--- src/rtl/i2s_frame_tx.sv ---
// i2s_frame_tx: row serialiser for the LED streamer.
// Each row goes out as a 16-bit header {nx_m1, ny_m1, 2'b00, row} followed by
// W = (nx+1)*(ny+1) payload words, MSB first. The words are prefetched from the
// line buffer into a small FIFO. Rows run 0..ROWS-1 back to back while enabled.
//
// Parameters: ROWS (1..64) rows per frame; FIFO_DEPTH (2..4) words buffered+outstanding.
// Ports:
//   i2s_clk, rst        clock, synchronous active-high reset
//   enable              run frames; checked in IDLE and at frame end
//   nx_m1, ny_m1        geometry, latched on IDLE->HDR
//   i2s_data            registered serial stream
//   pix_req, pix_addr   fetch request, address {row[5:0], word_idx[7:0]}
//   pix_word, pix_valid in-order fetch response
//   busy                high outside IDLE (aligned with i2s_data)
//   frame_done          pulse in the cycle after the last bit of row ROWS-1
//   underrun            sticky, set when a payload slot found the FIFO empty
// Optional macro I2S_FRAME_TX_UNDERRUN_CNT_EN adds underrun_cnt[15:0], a
// saturating count of underrun slots.
module i2s_frame_tx #(
  parameter int ROWS       = 32,
  parameter int FIFO_DEPTH = 2
) (
  input  logic        i2s_clk,
  input  logic        rst,
  input  logic        enable,
  input  logic [3:0]  nx_m1,
  input  logic [3:0]  ny_m1,
  output logic        i2s_data,
  output logic        pix_req,
  output logic [13:0] pix_addr,
  input  logic [15:0] pix_word,
  input  logic        pix_valid,
  output logic        busy,
  output logic        frame_done,
  output logic        underrun
`ifdef I2S_FRAME_TX_UNDERRUN_CNT_EN
  ,
  output logic [15:0] underrun_cnt
`endif
);

  localparam int          PW       = (FIFO_DEPTH > 2) ? 2 : 1;
  localparam logic [5:0]  ROW_LAST = 6'(ROWS - 1);
  localparam logic [3:0]  DEPTH4   = 4'(FIFO_DEPTH);
  localparam logic [PW-1:0] PTR_LAST = PW'(FIFO_DEPTH - 1);

  typedef enum logic [1:0] {IDLE, HDR, PAY} state_t;

  state_t                       state;
  logic [3:0]                   nx_q, ny_q;
  logic [5:0]                   row;
  logic [11:0]                  bcnt;      // header bit k or payload bit index
  logic [15:0]                  shreg;
  logic                         fd_pend;
  logic [FIFO_DEPTH-1:0][15:0]  mem;
  logic [PW-1:0]                wr_ptr, rd_ptr;
  logic [3:0]                   buf_cnt, out_cnt, disc_cnt;
  logic [5:0]                   f_row;
  logic [7:0]                   f_idx;

  logic [7:0]  wm1;
  logic [15:0] hdr_word;
  logic        pop, empty, urun, accept, drop, push, do_pop, req, pay_last;
  logic [3:0]  disc_eff, out_nxt;

  function automatic logic [PW-1:0] ptr_inc(input logic [PW-1:0] p);
    return (p == PTR_LAST) ? '0 : p + 1'b1;
  endfunction

  // W-1 fits 8 bits even for W=256, so the word counter never overflows.
  assign wm1      = 8'((9'(nx_q) + 9'd1) * (9'(ny_q) + 9'd1) - 9'd1);
  assign hdr_word = {nx_q, ny_q, 2'b00, row};

  assign pop      = (state == PAY) && (bcnt[3:0] == 4'd0);
  assign empty    = (buf_cnt == 4'd0);
  assign urun     = pop && empty;
  assign do_pop   = pop && !empty;
  // Responses only count while something is outstanding, so stale valids after
  // reset fall on the floor.
  assign accept   = pix_valid && (out_cnt != 4'd0);
  // An underrun slot owes one discard; a word landing in that same cycle pays it.
  assign disc_eff = disc_cnt + {3'b0, urun};
  assign drop     = accept && (disc_eff != 4'd0);
  assign push     = accept && !drop;
  assign req      = (state != IDLE) && ((buf_cnt + out_cnt) < DEPTH4);
  assign out_nxt  = out_cnt + {3'b0, req} - {3'b0, accept};
  assign pay_last = (state == PAY) && (bcnt == {wm1, 4'hF});

  always_ff @(posedge i2s_clk) begin
    if (rst) begin
      state      <= IDLE;
      nx_q       <= '0;
      ny_q       <= '0;
      row        <= '0;
      bcnt       <= '0;
      shreg      <= '0;
      fd_pend    <= 1'b0;
      mem        <= '0;
      wr_ptr     <= '0;
      rd_ptr     <= '0;
      buf_cnt    <= '0;
      out_cnt    <= '0;
      disc_cnt   <= '0;
      f_row      <= '0;
      f_idx      <= '0;
      i2s_data   <= 1'b0;
      pix_req    <= 1'b0;
      pix_addr   <= '0;
      busy       <= 1'b0;
      frame_done <= 1'b0;
      underrun   <= 1'b0;
`ifdef I2S_FRAME_TX_UNDERRUN_CNT_EN
      underrun_cnt <= '0;
`endif
    end else begin
      frame_done <= fd_pend;
      fd_pend    <= 1'b0;
      busy       <= (state != IDLE);

      // Fetch engine: free-running address walk with row wrap.
      pix_req <= req;
      if (req) begin
        pix_addr <= {f_row, f_idx};
        if (f_idx == wm1) begin
          f_idx <= '0;
          f_row <= (f_row == ROW_LAST) ? 6'd0 : f_row + 6'd1;
        end else begin
          f_idx <= f_idx + 8'd1;
        end
      end

      // Prefetch FIFO
      if (push) begin
        mem[wr_ptr] <= pix_word;
        wr_ptr      <= ptr_inc(wr_ptr);
      end
      if (do_pop) rd_ptr <= ptr_inc(rd_ptr);
      buf_cnt  <= buf_cnt + {3'b0, push} - {3'b0, do_pop};
      out_cnt  <= out_nxt;
      disc_cnt <= drop ? disc_eff - 4'd1 : disc_eff;

      if (urun) begin
        underrun <= 1'b1;
`ifdef I2S_FRAME_TX_UNDERRUN_CNT_EN
        if (underrun_cnt != 16'hFFFF) underrun_cnt <= underrun_cnt + 16'd1;
`endif
      end

      case (state)
        IDLE: begin
          i2s_data <= 1'b0;
          if (enable) begin
            state    <= HDR;
            nx_q     <= nx_m1;
            ny_q     <= ny_m1;
            row      <= '0;
            bcnt     <= '0;
            f_row    <= '0;
            f_idx    <= '0;
            // Flush prefetched words; anything still in flight is dropped on arrival.
            buf_cnt  <= '0;
            wr_ptr   <= '0;
            rd_ptr   <= '0;
            disc_cnt <= out_nxt;
          end
        end
        HDR: begin
          i2s_data <= hdr_word[4'd15 - bcnt[3:0]];
          if (bcnt[3:0] == 4'd15) begin
            state <= PAY;
            bcnt  <= '0;
          end else begin
            bcnt <= bcnt + 12'd1;
          end
        end
        PAY: begin
          if (pop) begin
            // An empty slot sends 16 zeros so later slots stay address-aligned.
            i2s_data <= empty ? 1'b0 : mem[rd_ptr][15];
            shreg    <= empty ? 16'h0000 : {mem[rd_ptr][14:0], 1'b0};
          end else begin
            i2s_data <= shreg[15];
            shreg    <= {shreg[14:0], 1'b0};
          end
          if (pay_last) begin
            bcnt  <= '0;
            state <= HDR;
            if (row == ROW_LAST) begin
              row     <= '0;
              fd_pend <= 1'b1;
              if (!enable) state <= IDLE;
            end else begin
              row <= row + 6'd1;
            end
          end else begin
            bcnt <= bcnt + 12'd1;
          end
        end
        default: state <= IDLE;
      endcase
    end
  end

endmodule

--- config.mk ---
export PLATFORM = sky130hd
export DESIGN_NAME = i2s_frame_tx
export DESIGN_NICKNAME = d
export VERILOG_FILES = /design/src/rtl/i2s_frame_tx.sv
export SDC_FILE = /design/constraint.sdc
export NUM_CORES = 1
export LEC_CHECK = 0
export CAP_MARGIN = 20
export CORE_UTILIZATION = 55
export DETAILED_ROUTE_END_ITERATION = 16
export PLACE_DENSITY_LB_ADDON = 0.25
export SYNTH_ARGS = -nofsm -noshare
export SYNTH_HDL_FRONTEND = slang
export SYNTH_SLANG_ARGS = --single-unit
export TNS_END_PERCENT = 10
--- constraint.sdc ---
create_clock -name i2s_clk -period 8.3 [get_ports i2s_clk]
set_input_delay 2.075 -clock i2s_clk [delete_from_list [all_inputs] [get_ports i2s_clk]]
set_output_delay 2.075 -clock i2s_clk [all_outputs]
set_load 0.01 [all_outputs]
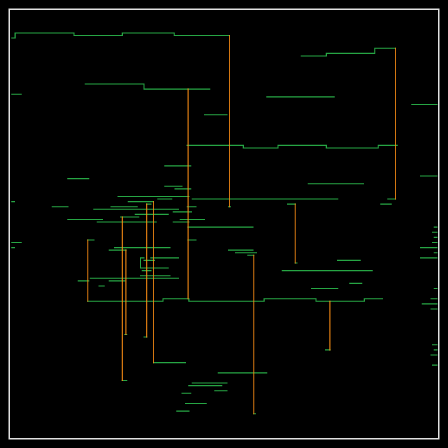
run_1/metal_stack.png
Only two layers are drawn.
[met3] green | wire length: 745 um
[met4] orange | wire length: 373 um

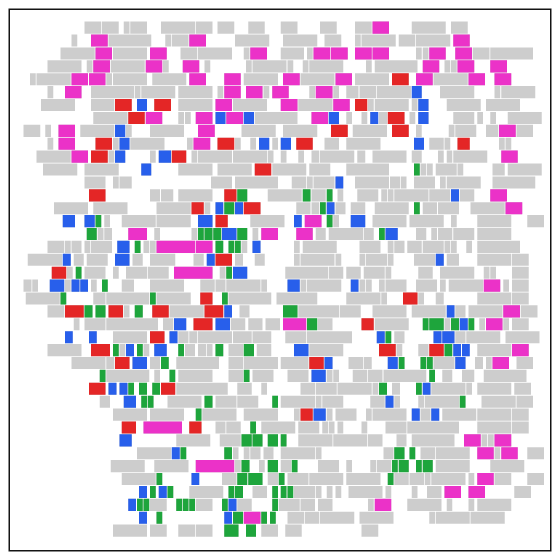
run_1/gate_families.png
[inverting AOI/OAI gates] blue | cells: 78 | most used: a21oi_1
[NAND gates] green | cells: 101 | most used: nand2_1
[AND-OR and OR-AND gates] red | cells: 41 | most used: o211a_1
[multiplexers] magenta | cells: 73 | most used: mux2i_1 | where: widely spread

==> job_summary.md, run 1 <==
### Metrics collected by this job

| Metric | Value |
|---|---|
| Tot GR Track Use | 25.33% |
| Yosys Warn Count | 0 |
| Finished Cell Area | 8006 um^2 |
| Largest register by flop count | mem |
| Instance area at placement | 7403 um^2 |
| Post-cts repair resize count | 0 |
| Pwr Density | 325.7 nW/um^2 |
| Num CTS Buffers | 17 |
| HP Start | fd_pend |
| Buf/Inv on CP | 1 |
| H-tree Lvls | 4 |
| Main area contributors | dfxtp_1 36%, mux2i_1 9.7%, ha_1 7.5%, nor2_1 5.8%, fa_1 4.4% |
| Chip Width | 113.9 um |
| Total gr overflow | 0 |
| Startpoint types | register |
| Finished Layout Cells | 966 |
| TNS Setup | 0 ps |
| P_leak | 3.266 nW |
| CP Capture Point | bcnt[10] |
| Status | complete, no violations |
| Core ar. | 12110 um^2 |
| Largest register FFs | 32 |
| R2r startpoint | ny_q[0] |
| CP max FO | 12 |
| Peak supply drop | 180.9 uV |
| Sink Count | 123 |
| Vias in the first global route | 5462 |
| Worst Setup End Kind | register |
| Flops & latches, synth | 123 |
| Post-CTS setup repair buffer count | 0 |
| Nets | 869 |
| Area leader, netlist | dfxtp_1 |
| IO Port Bufs | 46 |
| Kind of cell adding the most delay to the critical path | adder cells |
| Synth cell types | 71 |
| CTS max path bufs | 2 |
| # placed instances | 934 |
| Chip area | 12970 um^2 |
| DR vias/cell | 5.641 |
| Ys cells | 752 |
| FA/HA/MAJ Cells, Area Fraction | 11.81% |
| Max-area cell share | 35.76% |
| Main logic family | simple AND/OR/NAND/NOR gates |
| Xor+xnor area frac | 6.397% |
| CTS tree | done |
| Dominant logic cell types in the final layout | 123 x dfxtp_1, 106 x nor2_1, 67 x mux2i_1, 63 x nand2_1, 46 x inv_1 |
| Worst Hold Endpoint | frame_done |
| Most frequent cell after synthesis | dfxtp_1 |
| Hold_buf cts | 0 |
| Global routing usage on met3 | 6.111% |
| Initial Utilization | 56.85% |
| Regs by FF count | mem (32), shreg (15), pix_addr (14) |
| Met2 Wirelength | 7336 um |
| Simple-Gate Fraction of Synth Area | 16.83% |
| Async SR Flop Fraction | 0% |
| I/O pins | 47 |
| Critical path startpoint | ny_q[0] |
| Pre-CTS setup slack | 2529 ps |
| Gate Count Post-Synth | 752 |
| Min cycle time layout | 5900 ps |
| CP Depth | 16 |
| Latency at later pin | 430 ps |
| Initial antenna violation count | 0 |
| Hold_ws | 460.5 ps |
| Clk root buf | clkbuf_16 |
| Total chip power | 2.607 mW |
| Via count | 5449 |
| Crit path largest cell delay | 730 ps |
| Hold/Removal Path Class | reg2reg |
| DRT Wirelength | 15250 um |
| Hold path cells | 1 |
| Worst R2R Setup Slack | 2400 ps |
| Ao+oa area frac | 12.45% |
| DRC | 0 |
| Die H | 113.9 um |
| Final slew viol count | 0 |
| Ant diodes | 0 |
| Top cells by count | 123 x dfxtp_1, 106 x nor2_1, 67 x mux2i_1 |
| CP dominant cell by count | fa_1 |
| Met2 Use GR | 42.28% |
| DRT Pass-1 Iters | 5 |
| Worst-path clk slew | 60 ps |
| Layout cells sized above 1 | 7.644% |
| Area Growth Syn to Fin | 16.28% |
| Syn Area/Cell | 9.156 um^2 |
| Routed wl met3 | 745 um |
| MUX share of area | 11.41% |
| Worst path cell trace | ha_1 -> xor2_1 -> nand2_1 -> fa_1 -> fa_1 -> fa_1 -> inv_1 -> ha_1 -> a21o_1 -> a21oi_2 -> xor2_1 -> xnor2_1 -> or4_4 -> o2111ai_1 -> nand2_1 -> a221o_1 |
| Global-route wire length before repair | 25650 um |
| Routed metal-1 wirelength | 6798 um |
| Max layer used | met4 |
| Slew headroom | 31.47% |
| Commonest Layout Cell | dfxtp_1 |
| Setup-failing EPs final | 0 |
| Yosys chip area | 6885 um^2 |
| Clock Skews | 5.937 ps |
| ANT nets after route | 0 |
| Slew at the pin closest to its max-slew limit | 1028 ps |
| Largest net degree at the start of global routing | 45 |
| Post-layout period usage | 71.08% |
| Arrival @ worst endpoint | 6220 ps |
| Slowest-stage cell, CP | o2111ai_1 |
| Iteration-0 DRC Markers | 417 |
| Reg2reg path depth | 16 |
| Main flop type | dfxtp_1 |
| CP required | 8620 ps |
| DP HPWL | 10860 um |
| Post-synth seq share | 35.76% |
| Floorplan Nets | 836 |
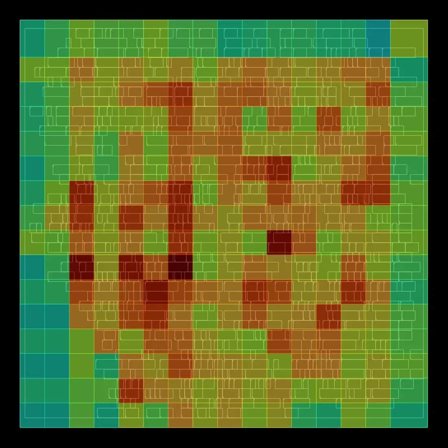
run_1/final_congestion.png
met1 usage: 31.12%
fin util: 66.11%
drt wl/cell: 15.79 um

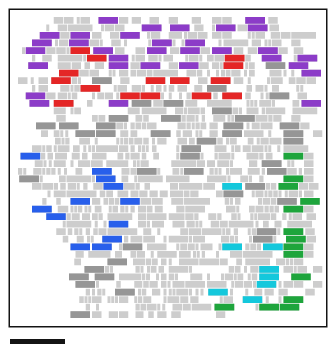
run_1/registers.png
Scale bar: 20 um. Other sequential cells in the stronger grey, the rest of the logic in the fainter grey.
[`pix_addr`] green | placed flops: 14
[`bcnt`] blue | placed flops: 12
[`shreg`] red | placed flops: 15
[`mem`] purple | placed flops: 32 | where: a horizontal strip, top
[`f_idx`] cyan | placed flops: 8 | where: bottom right
not coloured: 42

run 1: report_power, final:
part | internal (mW) | switching [mW]
Combinational | 0.512 | 0.604
Sequential | 0.673 | 0.0686
Clock | 0.484 | 0.266
run 1: final cells by class:
| cell class | count | area (um^2) |
|---|---|---|
| Clock buffer | 20 | 456.7 |
| Clock inverter | 12 | 146.4 |
| Fill cell | 989 | 4105 |
| Inverter | 47 | 176.4 |
| Multi-Input combinational cell | 545 | 4061 |
| Sequential cell | 123 | 2462 |
| Tap cell | 168 | 210.2 |
| Timing Repair Buffer | 51 | 493.0 |
run 1: logic make-up after synthesis:
family                   after synthesis
XOR/XNOR                              44
AND/OR/NAND/NOR                      253
AND-OR/OR-AND                        119
buffers and inverters                 84
flip-flops                           123
multiplexers                          73
adder cells (fa/ha/maj)               56
==> run 2, diff against run 1 <==
==> constraint.sdc (replaced) <==
create_clock -name i2s_clk -period 6.1 [get_ports i2s_clk]
set_input_delay 1.525 -clock i2s_clk [delete_from_list [all_inputs] [get_ports i2s_clk]]
set_output_delay 1.525 -clock i2s_clk [all_outputs]
set_load 0.01 [all_outputs]
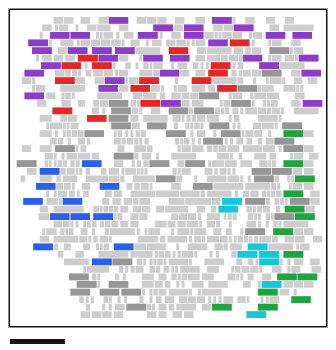
run_2/registers.png
Scale bar: 20 um. Other sequential cells in the stronger grey, the rest of the logic in the fainter grey.
[`mem`] purple | placed flops: 32 | where: a horizontal strip, top
[`f_idx`] cyan | placed flops: 8 | where: bottom right
[`pix_addr`] green | placed flops: 14
[`shreg`] red | placed flops: 15
[`bcnt`] blue | placed flops: 12

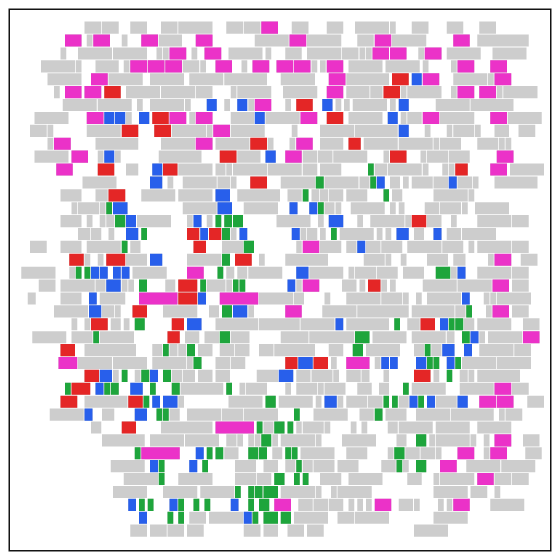
run_2/gate_families.png
combinational share of cell area: 50.19%
Finished Layout Cells: 969
Commonest Layout Cell: dfxtp_1

==> job_summary.md, run 2 <==
### Metrics collected by this job

| Metric | Value |
|---|---|
| Clock-cell share | 8.226% (+0.69 points) |
| Status | complete, no violations |
| # Taps | 168 (unchanged) |
| CP Depth | 16 (unchanged) |
| RSZ-0062 raised after global routing | false |
| Hold/Removal Path Class | reg2reg |
| # placed instances | 937 (+0.32%) |
| Critical path startpoint | ny_q[0] |
| Largest cell class by area | logic gates |
| Largest net degree at the start of global routing | 52 (+16%) |
| Seq area share | 30.43% (-0.32 points) |
| Crit path largest cell delay | 570 ps (-160 ps) |
| Worst Setup End Kind | register |
| Final Hold Viols | 0 |
| Drt wl/cell | 15.33 um (-2.9%) |
| Total gr overflow | 0 (unchanged) |
| Peak supply drop | 221.7 uV (+23%) |
| Arrival @ worst endpoint | 5800 ps (-420 ps) |
| Chip area | 12970 um^2 (unchanged) |
| Post-synth seq share | 35.76% (unchanged) |
| Pre-CTS setup slack | 711.0 ps (-1818 ps) |
| Async SR Flop Fraction | 0% (unchanged) |
| Clock Skews | 7.544 ps (+1.607 ps) |
| Via count | 5433 (-0.29%) |
| Total chip power | 3.636 mW (+39%) |
| Main flop type | dfxtp_1 |
| Yosys Warn Count | 0 (unchanged) |
| Seq. cell area | 2462 um^2 (unchanged) |
| CTS max path bufs | 2 (unchanged) |
| Clkbuf count | 23 (+15%) |
| MUX share of area | 11.41% (unchanged) |
| MI comb cells | 545 (unchanged) |
| Startpoint types | register |
| Non-clock buffers | 54 (+5.9%) |
| IO Port Bufs | 46 (unchanged) |
| CP required | 6460 ps (-2160 ps) |
| Final non-clock buffer share | 6.371% (+0.21 points) |
| Vias in the first global route | 5233 (-4.2%) |
| Nonclk inv count | 47 (unchanged) |
| I/O pins | 47 (unchanged) |
| Reg2reg end | row[5] |
| Chip Width | 113.9 um (unchanged) |
| Iteration-0 DRC Markers | 438 (+5.0%) |
| R2r startpoint | ny_q[0] |
| Global-route wire length before repair | 24820 um (-3.3%) |
| Layout cells sized above 1 | 8.115% (+0.47 points) |
| Syn Area/Cell | 9.156 um^2 (unchanged) |
| Final worst slack | 659.4 ps |
| Synth cell types | 71 (unchanged) |
| HP Start | fd_pend |
| Area leader, netlist | dfxtp_1 |
| Max Cap Viol | 0 |
| Worst R2R Setup Slack | 660 ps (-1740 ps) |
| Clk root buf | clkbuf_16 |
| ANT nets after route | 0 (unchanged) |
| Regs by FF count | mem (32), shreg (15), pix_addr (14) |
| Ant diodes | 0 (unchanged) |
| Tool warning count | 31 |
| Worst path cell trace | ha_1 -> xor2_1 -> nand2_1 -> fa_1 -> fa_1 -> fa_1 -> inv_1 -> ha_1 -> a21o_1 -> a21oi_2 -> xor2_1 -> xnor2_1 -> or4_4 -> or4_4 -> o41ai_1 -> or2_1 |
| Combinational Area | 4061 um^2 (unchanged) |
| GP Congestion | 0.8827 |
| Slew headroom | 30.58% (-0.89 points) |
| Num CTS Buffers | 17 (unchanged) |
| F_max | 183.8 MHz |
| Post-cts repair resize count | 0 (unchanged) |
| Hold_ws | 451.4 ps (-9.124 ps) |
| TNS Setup | 0 ps (unchanged) |
| Finished Cell Area | 8092 um^2 (+1.1%) |
| Core ar. | 12110 um^2 (unchanged) |
| Setup-failing EPs final | 0 (unchanged) |
| DRT Pass-1 Iters | 5 (unchanged) |
| Most frequent cell after synthesis | dfxtp_1 |
| Ao+oa area frac | 12.45% (unchanged) |
| DRT Wirelength | 14860 um (-2.6%) |
| Layout fillers | 978 (-1.1%) |
| Fin util | 66.81% (+0.70 points) |
| Yosys chip area | 6885 um^2 (unchanged) |
| Largest register FFs | 32 (unchanged) |
| Post-layout period usage | 89.19% (+18 points) |
| Xor+xnor area frac | 6.397% (unchanged) |
| Floorplan Nets | 836 (unchanged) |
| Hold path cells | 1 (unchanged) |
| Final slew viol count | 0 (unchanged) |
| EDFF count, synth | 0 |
| Simple-Gate Fraction of Synth Area | 16.83% (unchanged) |
| CP max FO | 9 (-3) |
| Flop count | 123 (unchanged) |
| Area Growth Syn to Fin | 17.52% |
| Nets | 872 (+0.35%) |
| Largest register by flop count | mem |
| Post-CTS setup repair buffer count | 0 (unchanged) |
| Synthesized cell area | 6885 um^2 |
| DR vias/cell | 5.607 (-0.60%) |
| Initial Utilization | 56.85% (unchanged) |
| DP HPWL | 10700 um (-1.4%) |
| Instance area at placement | 7426 um^2 (+0.30%) |
| Worst-path clk slew | 60 ps (about the same) |
| Slew at the pin closest to its max-slew limit | 1041 ps (+13.34 ps) |
| Die H | 113.9 um (unchanged) |
| CP Capture Point | row[5] |
| Reg2reg path depth | 16 (unchanged) |
| Top cells by count | 123 x dfxtp_1, 106 x nor2_1, 67 x mux2i_1 |
| Pwr Density | 449.4 nW/um^2 (+38%) |
| FA/HA/MAJ Cells, Area Fraction | 11.81% (unchanged) |
| Hold_buf cts | 0 (unchanged) |
| Dominant logic cell types in the final layout | 123 x dfxtp_1, 106 x nor2_1, 67 x mux2i_1, 63 x nand2_1, 46 x inv_1 |
| Main logic family | simple AND/OR/NAND/NOR gates |
| Main area contributors | dfxtp_1 36%, mux2i_1 9.7%, ha_1 7.5%, nor2_1 5.8%, fa_1 4.4% |
| CP dominant cell by count | fa_1 |
| CTS tree | done |
| Worst Hold Endpoint | frame_done |
| Sink Count | 123 (unchanged) |
| Ys cells | 752 (unchanged) |
| Initial antenna violation count | 0 (unchanged) |
| Crit Path Class | reg2reg |
| Latency at later pin | 420 ps (about the same) |
| P_leak | 3.309 nW (+1.3%) |
| FP Rows | 40 |
| DRC | 0 (unchanged) |
| Kind of cell adding the most delay to the critical path | adder cells |
| Min cycle time layout | 5441 ps (-459.1 ps) |
| Max-area cell share | 35.76% (unchanged) |
| H-tree Lvls | 4 (unchanged) |
| Flops & latches, synth | 123 (unchanged) |
| Buf/Inv on CP | 1 (unchanged) |
| Slowest-stage cell, CP | fa_1 |
| Gate Count Post-Synth | 752 (unchanged) |
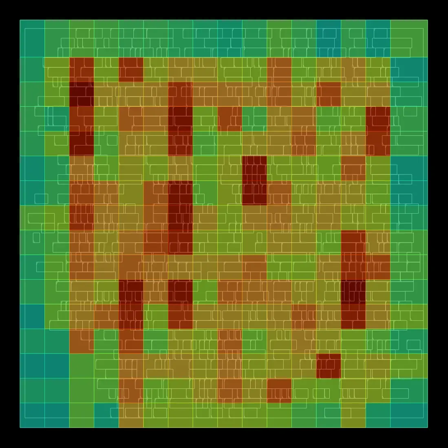
run_2/final_congestion.png
Top Usage Layer GRT: met2
global routing usage on met3: 5.420%
met2 Use GR: 38.70%
Tot GR Track Use: 24.21%

[run 2: report_power, final]
part	leakage [nW]	internal, mW	total, mW	switching, mW
sequential	0.997	0.916	1.01	0.0916
clock	0.322	0.749	1.11	0.359
combinational	1.99	0.698	1.52	0.822
[run 2: worst reg2reg max path, stage by stage (launching register included)]
cell,delay (ps)
dfxtp_1,450
ha_1,310
xor2_1,330
nand2_1,140
fa_1,570
fa_1,440
fa_1,540
inv_1,50
ha_1,350
a21o_1,190
a21oi_2,180
xor2_1,200
xnor2_1,80
or4_4,560
or4_4,560
o41ai_1,290
or2_1,140
[run 2: metal layers]
layer / vias to the layer above / track usage [%] / part of all wire, %
met4: 0 / 9.697 / 2.2
met5: - / 0 / 0
li1: 2686 / - / -
met2: 120 / 38.70 / 47
met1: 2601 / 31.87 / 46
met3: 26 / 5.420 / 4.6
==> run 3, diff against run 2 <==
--- a/config.mk
+++ b/config.mk
@@ -6,6 +6,7 @@
 export NUM_CORES = 1
 export LEC_CHECK = 0
 export CAP_MARGIN = 20
+export CORE_ASPECT_RATIO = 0.75
 export CORE_UTILIZATION = 55
 export DETAILED_ROUTE_END_ITERATION = 16
 export PLACE_DENSITY_LB_ADDON = 0.25
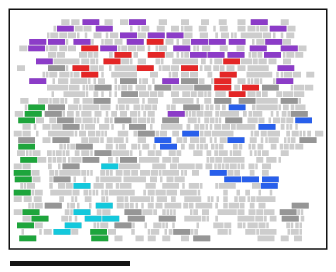
run_3/registers.png
Scale bar: 50 um. Other sequential cells in the stronger grey, the rest of the logic in the fainter grey.
[`shreg`] red | placed flops: 15
[`f_idx`] cyan | placed flops: 8 | where: bottom left
[`mem`] purple | placed flops: 32 | where: a horizontal strip, top
[`pix_addr`] green | placed flops: 14
[`bcnt`] blue | placed flops: 12
not coloured: 42

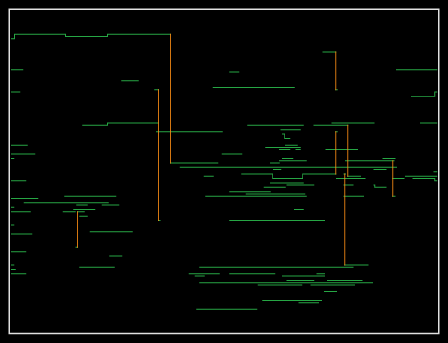
run_3/metal_stack.png
Only two layers are drawn.
[met4] orange | wire length: 169 um
[met3] green | wire length: 950 um

==> job_summary.md, run 3 <==
### Metrics collected by this job

| Metric | Value |
|---|---|
| Synthesized cell area | 6885 um^2 (unchanged) |
| Hold/Removal Path Class | reg2reg |
| Comb pwr share | 41.7% (about the same) |
| Final slew viol count | 0 (unchanged) |
| Worst Setup End Kind | register |
| CP required | 6400 ps (-60 ps) |
| Core ar. | 11910 um^2 (-1.7%) |
| Top cells by count | 123 x dfxtp_1, 106 x nor2_1, 67 x mux2i_1 |
| Main area contributors | dfxtp_1 36%, mux2i_1 9.7%, ha_1 7.5%, nor2_1 5.8%, fa_1 4.4% |
| Hold_ws | 444.6 ps (-6.786 ps) |
| Max Cap Viol | 0 (unchanged) |
| Num CTS Buffers | 17 (unchanged) |
| Main flop type | dfxtp_1 |
| Psw | 1.330 mW (+4.5%) |
| Via count | 5527 (+1.7%) |
| Floorplan Nets | 836 (unchanged) |
| Clock Skews | 7.595 ps (+0.05082 ps) |
| Ant diodes | 0 (unchanged) |
| Instance area at placement | 7418 um^2 (-0.10%) |
| Chip Width | 131.2 um (+15%) |
| Post-CTS setup repair buffer count | 0 (unchanged) |
| Cell Int Power | 2.398 mW (+1.5%) |
| Largest Pwr Group | combinational cells |
| Layout cells sized above 1 | 7.990% (-0.12 points) |
| DRC | 0 (unchanged) |
| Pre-CTS setup slack | 589.9 ps (-121.1 ps) |
| Tool warning count | 31 (unchanged) |
| RSZ-0062 raised after global routing | false |
| Regs by FF count | mem (32), shreg (15), pix_addr (14) |
| Sink Count | 123 (unchanged) |
| Max layer used | met4 |
| Area Growth Syn to Fin | 17.63% (about the same) |
| Largest register by flop count | mem |
| Iteration-0 DRC Markers | 441 (+0.68%) |
| Pwr Density | 460.3 nW/um^2 (+2.4%) |
| Sequential Power Share | 27.1% (-0.6 points) |
| Area leader, netlist | dfxtp_1 |
| F_max | 177.9 MHz (-3.2%) |
| I/O pins | 47 (unchanged) |
| Hold path cells | 1 (unchanged) |
| Post-layout period usage | 92.15% (+3.0 points) |
| Largest register FFs | 32 (unchanged) |
| Met2 Use GR | 42.39% (+3.7 points) |
| Worst-path clk slew | 60 ps (about the same) |
| Crit path largest cell delay | 580 ps (about the same) |
| Sw Ratio | 35.67% (+0.66 points) |
| Total gr overflow | 0 (unchanged) |
| Max-area cell share | 35.76% (unchanged) |
| Min cycle time layout | 5621 ps (+180.6 ps) |
| TNS Setup | 0 ps (unchanged) |
| Final worst slack | 478.8 ps (-180.6 ps) |
| Post-cts repair resize count | 0 (unchanged) |
| Layout fillers | 923 (-5.6%) |
| Total chip power | 3.728 mW (+2.5%) |
| Gate Count Post-Synth | 752 (unchanged) |
| Slew headroom | 31.00% (+0.42 points) |
| Status | complete, no violations |
| Nets | 872 (unchanged) |
| # placed instances | 931 (-0.64%) |
| Slowest-stage cell, CP | fa_1 |
| Reg2reg path depth | 16 (unchanged) |
| Post-synth seq share | 35.76% (unchanged) |
| CP Depth | 16 (unchanged) |
| CTS max path bufs | 2 (unchanged) |
| DRT Pass-1 Iters | 5 (unchanged) |
| Chip area | 12970 um^2 (about the same) |
| Met2 Wirelength | 7210 um (+3.5%) |
| Buf/Inv on CP | 1 (unchanged) |
| Combinational cell power | 1.56 mW (+3%) |
| Yosys chip area | 6885 um^2 (unchanged) |
| Slew at the pin closest to its max-slew limit | 1035 ps (-6.305 ps) |
| Crit Path Class | reg2reg |
| Peak supply drop | 277.6 uV (+25%) |
| Initial antenna violation count | 0 (unchanged) |
| IO Port Bufs | 46 (unchanged) |
| Combinational Area | 4061 um^2 (unchanged) |
| Seq. cell area | 2462 um^2 (unchanged) |
| Clock power frac | 31.1% (+0.6 points) |
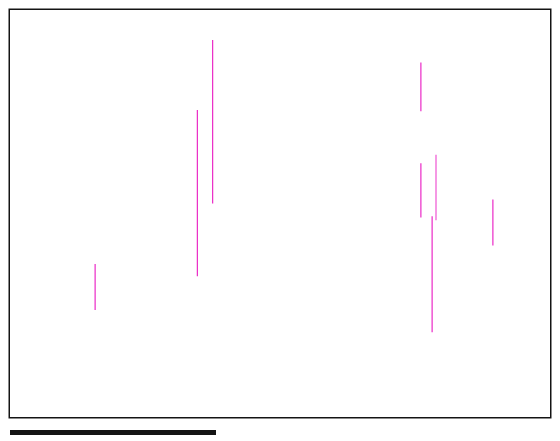
run_3/met4.png
Scale bar: 50 um.
wire length on this layer: 169 um
longest straight run: 40.1 um

## run 3: cell counts after synthesis
No cell type changed its count.
## run 3: kinds of logic after synthesis
| family | share of synthesized area, % |
|---|---|
| xor+xnor | 6.396 |
| compound gates | 12.45 |
| mux | 11.41 |
| buf+inv | 5.343 |
| flops | 35.76 |
| simple gates | 16.83 |
| fa+ha+maj | 11.81 |
## run 3: path summary, 6_finish.rpt
kind / from / end / slack (ps)
setup / recovery: ny_q[0] / row[2] / 480
hold / removal: fd_pend / frame_done / 440
setup reg to reg: ny_q[0] / row[2] / 480
hold reg to reg: fd_pend / frame_done / 440
## run 3: area by class of cell
type	instances	share of cell area (%)
multi-input cells	545	50.15
flip-flops and latches	123	30.40
repair buffers	54	6.365
clock buffers	19	5.469
clock inverters	13	2.935
well taps	162	2.503
inverters	47	2.178
Power is estimated from default activity; no workload was simulated.
